File: src/rtl/led_scan_scheduler_pkg.sv
// Shared definitions for the LEDG scan scheduler: mode encodings, the SW speed
// multiplier table and the LED reset pattern.
package led_pkg;

   typedef enum logic [1:0] {
      MODE_BOUNCE = 2'd0,
      MODE_ROT_L  = 2'd1,
      MODE_ROT_R  = 2'd2,
      MODE_PAUSED = 2'd3
   } mode_t;

   // Step period is BASE_DIV times the multiplier of the lowest set SW index.
   localparam int unsigned SPEED_MULT [0:9] = '{10, 9, 8, 7, 6, 5, 4, 3, 2, 1};
   localparam int unsigned DEFAULT_MULT     = 11;

   localparam logic [7:0] LED_RESET = 8'h01;

   function automatic logic is_one_hot(input logic [7:0] v);
      return (v != 8'h00) && ((v & (v - 8'd1)) == 8'h00);
   endfunction

   function automatic mode_t next_run_mode(input mode_t m);
      case (m)
         MODE_BOUNCE: return MODE_ROT_L;
         MODE_ROT_L:  return MODE_ROT_R;
         default:     return MODE_BOUNCE;
      endcase
   endfunction

endpackage

File: src/rtl/led_scan_scheduler_if.sv
// Board-facing signal bundle of the scheduler: raw keys and switches in,
// LED pattern and step/mode status out.
interface led_scan_if;
   logic       KEY1;
   logic       KEY2;
   logic [9:0] SW;
   logic [7:0] LEDG;
   logic       step;
   logic       dir;
   logic [1:0] mode;

   modport master (output KEY1, KEY2, SW, input LEDG, step, dir, mode);
   modport slave  (input KEY1, KEY2, SW, output LEDG, step, dir, mode);
endinterface

File: src/rtl/led_scan_scheduler_key_debounce.sv
// Raw push-button conditioner: 2-FF synchronizer, stability counter and a
// one-cycle pulse on each accepted press (high-to-low transition).
module key_debounce #(
   parameter int DEBOUNCE = 500000
) (
   input  logic clk,
   input  logic rst_n,
   input  logic key,
   output logic press
);

   localparam int CW = $clog2(DEBOUNCE + 1);

   logic          sync1;
   logic          sync2;
   logic          level;
   logic [CW-1:0] count;

   // NOTE: state registers use non-blocking assignments so every flop samples
   // the pre-edge value of its neighbours; blocking here would collapse the
   // synchronizer into a single stage.
   always_ff @(posedge clk or negedge rst_n) begin
      if (!rst_n) begin
         sync1 <= 1'b1;
         sync2 <= 1'b1;
         level <= 1'b1;
         count <= '0;
         press <= 1'b0;
      end else begin
         sync1 <= key;
         sync2 <= sync1;
         press <= 1'b0;
         if (sync2 == level) begin
            count <= '0;
         end else if (count == CW'(DEBOUNCE - 1)) begin
            count <= '0;
            level <= sync2;
            press <= ~sync2;
         end else begin
            count <= count + CW'(1);
         end
      end
   end

endmodule

File: src/rtl/led_scan_scheduler.sv
// LEDG one-hot scanner controller: SW-selected step timebase, debounced
// pause/mode keys and the mode FSM that sequences the LED pattern.
module led_scan_scheduler
   import led_pkg::*;
#(
   parameter int BASE_DIV = 1000000,
   parameter int DEBOUNCE = 500000,
   parameter int CNT_W    = 26
) (
   input  logic          CLOCK_50,
   input  logic          KEY0,
   led_scan_if.slave     bus
);

   logic             pause_press;
   logic             mode_press;
   logic [CNT_W-1:0] limit_q, limit_d;
   logic [CNT_W-1:0] cnt_q, cnt_d;
   logic             step_q, step_d;
   logic [7:0]       led_q, led_d;
   logic             dir_q, dir_d;
   mode_t            mode_q, mode_d;
   mode_t            saved_q, saved_d;
   logic             tick;

   key_debounce #(.DEBOUNCE(DEBOUNCE)) u_pause_key (
      .clk   (CLOCK_50),
      .rst_n (KEY0),
      .key   (bus.KEY1),
      .press (pause_press)
   );

   key_debounce #(.DEBOUNCE(DEBOUNCE)) u_mode_key (
      .clk   (CLOCK_50),
      .rst_n (KEY0),
      .key   (bus.KEY2),
      .press (mode_press)
   );

   // Lowest set switch index wins, so scan from the top and let lower ones override.
   always_comb begin
      limit_d = CNT_W'(BASE_DIV * DEFAULT_MULT);
      for (int i = 9; i >= 0; i--) begin
         if (bus.SW[i]) limit_d = CNT_W'(BASE_DIV * SPEED_MULT[i]);
      end
   end

   // >= rather than == so a freshly lowered limit below cnt fires at once.
   assign tick = (mode_q != MODE_PAUSED) && (cnt_q >= limit_q - CNT_W'(1));

   // NOTE: every variable gets its default before any branch so no path
   // leaves one unassigned; otherwise synthesis infers a latch.
   always_comb begin
      mode_d  = mode_q;
      saved_d = saved_q;
      if (pause_press) begin
         if (mode_q == MODE_PAUSED) begin
            mode_d = saved_q;
         end else begin
            saved_d = mode_q;
            mode_d  = MODE_PAUSED;
         end
      end else if (mode_press && mode_q != MODE_PAUSED) begin
         mode_d = next_run_mode(mode_q);
      end
   end

   always_comb begin
      cnt_d  = cnt_q;
      step_d = tick;
      led_d  = led_q;
      dir_d  = dir_q;
      if (mode_q != MODE_PAUSED) cnt_d = tick ? '0 : cnt_q + CNT_W'(1);
      if (tick) begin
         if (!is_one_hot(led_q)) begin
            led_d = LED_RESET;
            dir_d = 1'b0;
         end else begin
            case (mode_q)
               MODE_BOUNCE: begin
                  // Turn around at the ends without dwelling there.
                  if (!dir_q) begin
                     if (led_q[7]) begin
                        led_d = led_q >> 1;
                        dir_d = 1'b1;
                     end else begin
                        led_d = led_q << 1;
                     end
                  end else begin
                     if (led_q[0]) begin
                        led_d = led_q << 1;
                        dir_d = 1'b0;
                     end else begin
                        led_d = led_q >> 1;
                     end
                  end
               end
               MODE_ROT_L: led_d = {led_q[6:0], led_q[7]};
               MODE_ROT_R: led_d = {led_q[0], led_q[7:1]};
               default:    led_d = led_q;
            endcase
         end
      end
   end

   always_ff @(posedge CLOCK_50 or negedge KEY0) begin
      if (!KEY0) begin
         limit_q <= CNT_W'(BASE_DIV * DEFAULT_MULT);
         cnt_q   <= '0;
         step_q  <= 1'b0;
         led_q   <= LED_RESET;
         dir_q   <= 1'b0;
         mode_q  <= MODE_BOUNCE;
         saved_q <= MODE_BOUNCE;
      end else begin
         limit_q <= limit_d;
         cnt_q   <= cnt_d;
         step_q  <= step_d;
         led_q   <= led_d;
         dir_q   <= dir_d;
         mode_q  <= mode_d;
         saved_q <= saved_d;
      end
   end

   assign bus.LEDG = led_q;
   assign bus.step = step_q;
   assign bus.dir  = dir_q;
   assign bus.mode = mode_q;

endmodule

File: src/flat_wrapper.sv
// flat-port wrapper written by rule: the top's interface ports become plain ports
module led_scan_scheduler_flat import led_pkg::*;
#(
   parameter int BASE_DIV = 1000000,
   parameter int DEBOUNCE = 500000,
   parameter int CNT_W    = 26
)
  (CLOCK_50, KEY0, bus_KEY1, bus_KEY2, bus_SW, bus_LEDG, bus_step, bus_dir, bus_mode);
  led_scan_if bus_i ();
  input  logic CLOCK_50;
  input  logic KEY0;
  input wire logic [$bits(bus_i.KEY1)-1:0] bus_KEY1;
  input wire logic [$bits(bus_i.KEY2)-1:0] bus_KEY2;
  input wire logic [$bits(bus_i.SW)-1:0] bus_SW;
  output wire logic [$bits(bus_i.LEDG)-1:0] bus_LEDG;
  output wire logic [$bits(bus_i.step)-1:0] bus_step;
  output wire logic [$bits(bus_i.dir)-1:0] bus_dir;
  output wire logic [$bits(bus_i.mode)-1:0] bus_mode;
  assign bus_i.KEY1 = bus_KEY1;
  assign bus_i.KEY2 = bus_KEY2;
  assign bus_i.SW = bus_SW;
  assign bus_LEDG = bus_i.LEDG;
  assign bus_step = bus_i.step;
  assign bus_dir = bus_i.dir;
  assign bus_mode = bus_i.mode;
  led_scan_scheduler #(.BASE_DIV(BASE_DIV), .DEBOUNCE(DEBOUNCE), .CNT_W(CNT_W)) u_core (.CLOCK_50(CLOCK_50), .KEY0(KEY0), .bus(bus_i));
endmodule
File: config.mk
export PLATFORM = sky130hd
export DESIGN_NAME = led_scan_scheduler_flat
export DESIGN_NICKNAME = d
export VERILOG_FILES = /design/src/rtl/led_scan_scheduler_pkg.sv /design/src/rtl/led_scan_scheduler_if.sv /design/src/rtl/led_scan_scheduler_key_debounce.sv /design/src/rtl/led_scan_scheduler.sv /design/src/flat_wrapper.sv
export SDC_FILE = /design/constraint.sdc
export NUM_CORES = 1
export LEC_CHECK = 0
export ABC_AREA = 1
export CAP_MARGIN = 20
export CORE_MARGIN = 1.5
export CORE_UTILIZATION = 35
export DETAILED_ROUTE_END_ITERATION = 10
export PLACE_DENSITY_LB_ADDON = 0.12
export SLEW_MARGIN = 20
export SYNTH_ARGS = -nofsm -noshare
export SYNTH_HDL_FRONTEND = slang
export SYNTH_SLANG_ARGS = --single-unit
File: constraint.sdc
create_clock -name CLOCK_50 -period 6 [get_ports CLOCK_50]
set_clock_uncertainty 0.05 [all_clocks]
set_input_delay 0.9 -clock CLOCK_50 [delete_from_list [all_inputs] [get_ports CLOCK_50]]
set_output_delay 0.9 -clock CLOCK_50 [all_outputs]
set_load 0.02 [all_outputs]
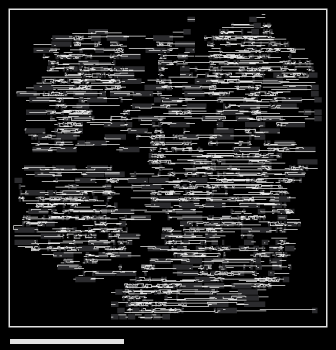
(images/m1.png)
The bar under the picture is 50 microns long. Cells faint in the background.
main direction: horizontal
share of all routed wire: 52%
longest straight run: 30.8 microns
wire length on this layer: 7780 microns
nets with wire on the layer: 905

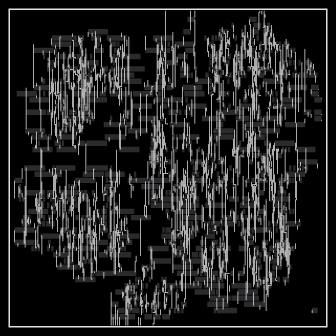
(images/m2.png)
Cells faint in the background.
longest straight run: 38.1 microns
wire length on this layer: 6530 microns
main direction: vertical

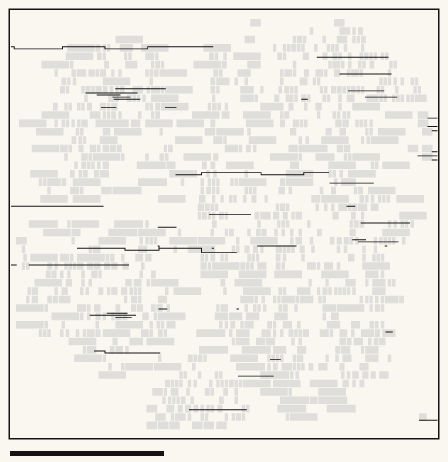
(images/m3.png)
The bar under the picture is 50 microns long. Cells faint in the background.
longest straight run: 32.2 microns
wire length on this layer: 552 microns
nets with wire on the layer: 34
share of all routed wire: 3.7%

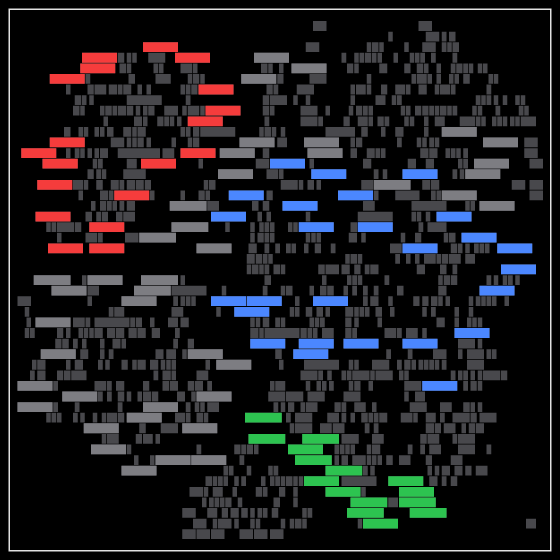
(images/ff_map.png)
Other sequential cells in the stronger gray, the rest of the logic in the fainter gray.
| color | netlist name | flops |
|---|---|---|
| green | `u_core.limit_q` | 15 |
| blue | `u_core.cnt_q` | 26 |
| red | `u_core.u_mode_key.count` | 19 |

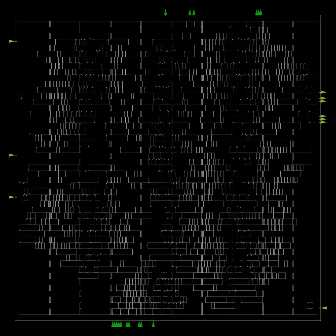
(images/placed.png)
Cell Count, Final, Fillers Out: 1147
fillers: 1916

==> metrics.csv <==
metric,value,unit
status,"finished, final reports clean",
max_stage_delay,0.38,ns
crit_arrival,3.76,ns
top_register,u_core.cnt_q,
n_clock_buffer,11,
maxCapViolCount,0,
dp.cells,1131,
dpl_cell_area,6950,sq um
cts_sinks,101,
layout.nonclk_buf_share,3.52,%
aoi_share,6.71,%
switching_share,23.5,%
die_height,139,microns
p_per_area,190,nW/um^2
hold_path_depth,0,
comb_share,47.0,%
cp-endpoint,u_core.cnt_q[25]$_DFFE_PN0N_,
path_buffers,3,
fin_crit,3.59,ns
synth_chip_area,6450,sq um
inv_count,119,
critPathMaxFanout,18,
top_usage_layer,met2,
power,1.38,mW
ff_type,dfrtp_1,
fp_util,35.8,%
postCtsSetupBuffers,0,
cts_resized,0,
core.rowCount,49,
cts_hold_buf,0,
worst_skew_pair.late_latency,0.35,ns
grtUsageMet2,25.5,%
layout-drive-gt1-share,8.39,%
syn_inst,884,
drc,0,
holdPathEnd,u_core.u_mode_key.sync2$_DFF_PN1_,
syn_avg_cell_area,7.30,sq um
clk_path_buf_depth,2,
clock_area_share,4.18,%
rsz0062_at_grt,no,
hp-start,u_core.u_mode_key.sync1$_DFF_PN1_,
p_sw,324,uW
r2r_slack,2.41,ns
yosys.area_share.adder,5.63,%
grt_pass1_wl,26.3,mm
Power and IR drop assume default switching activity.
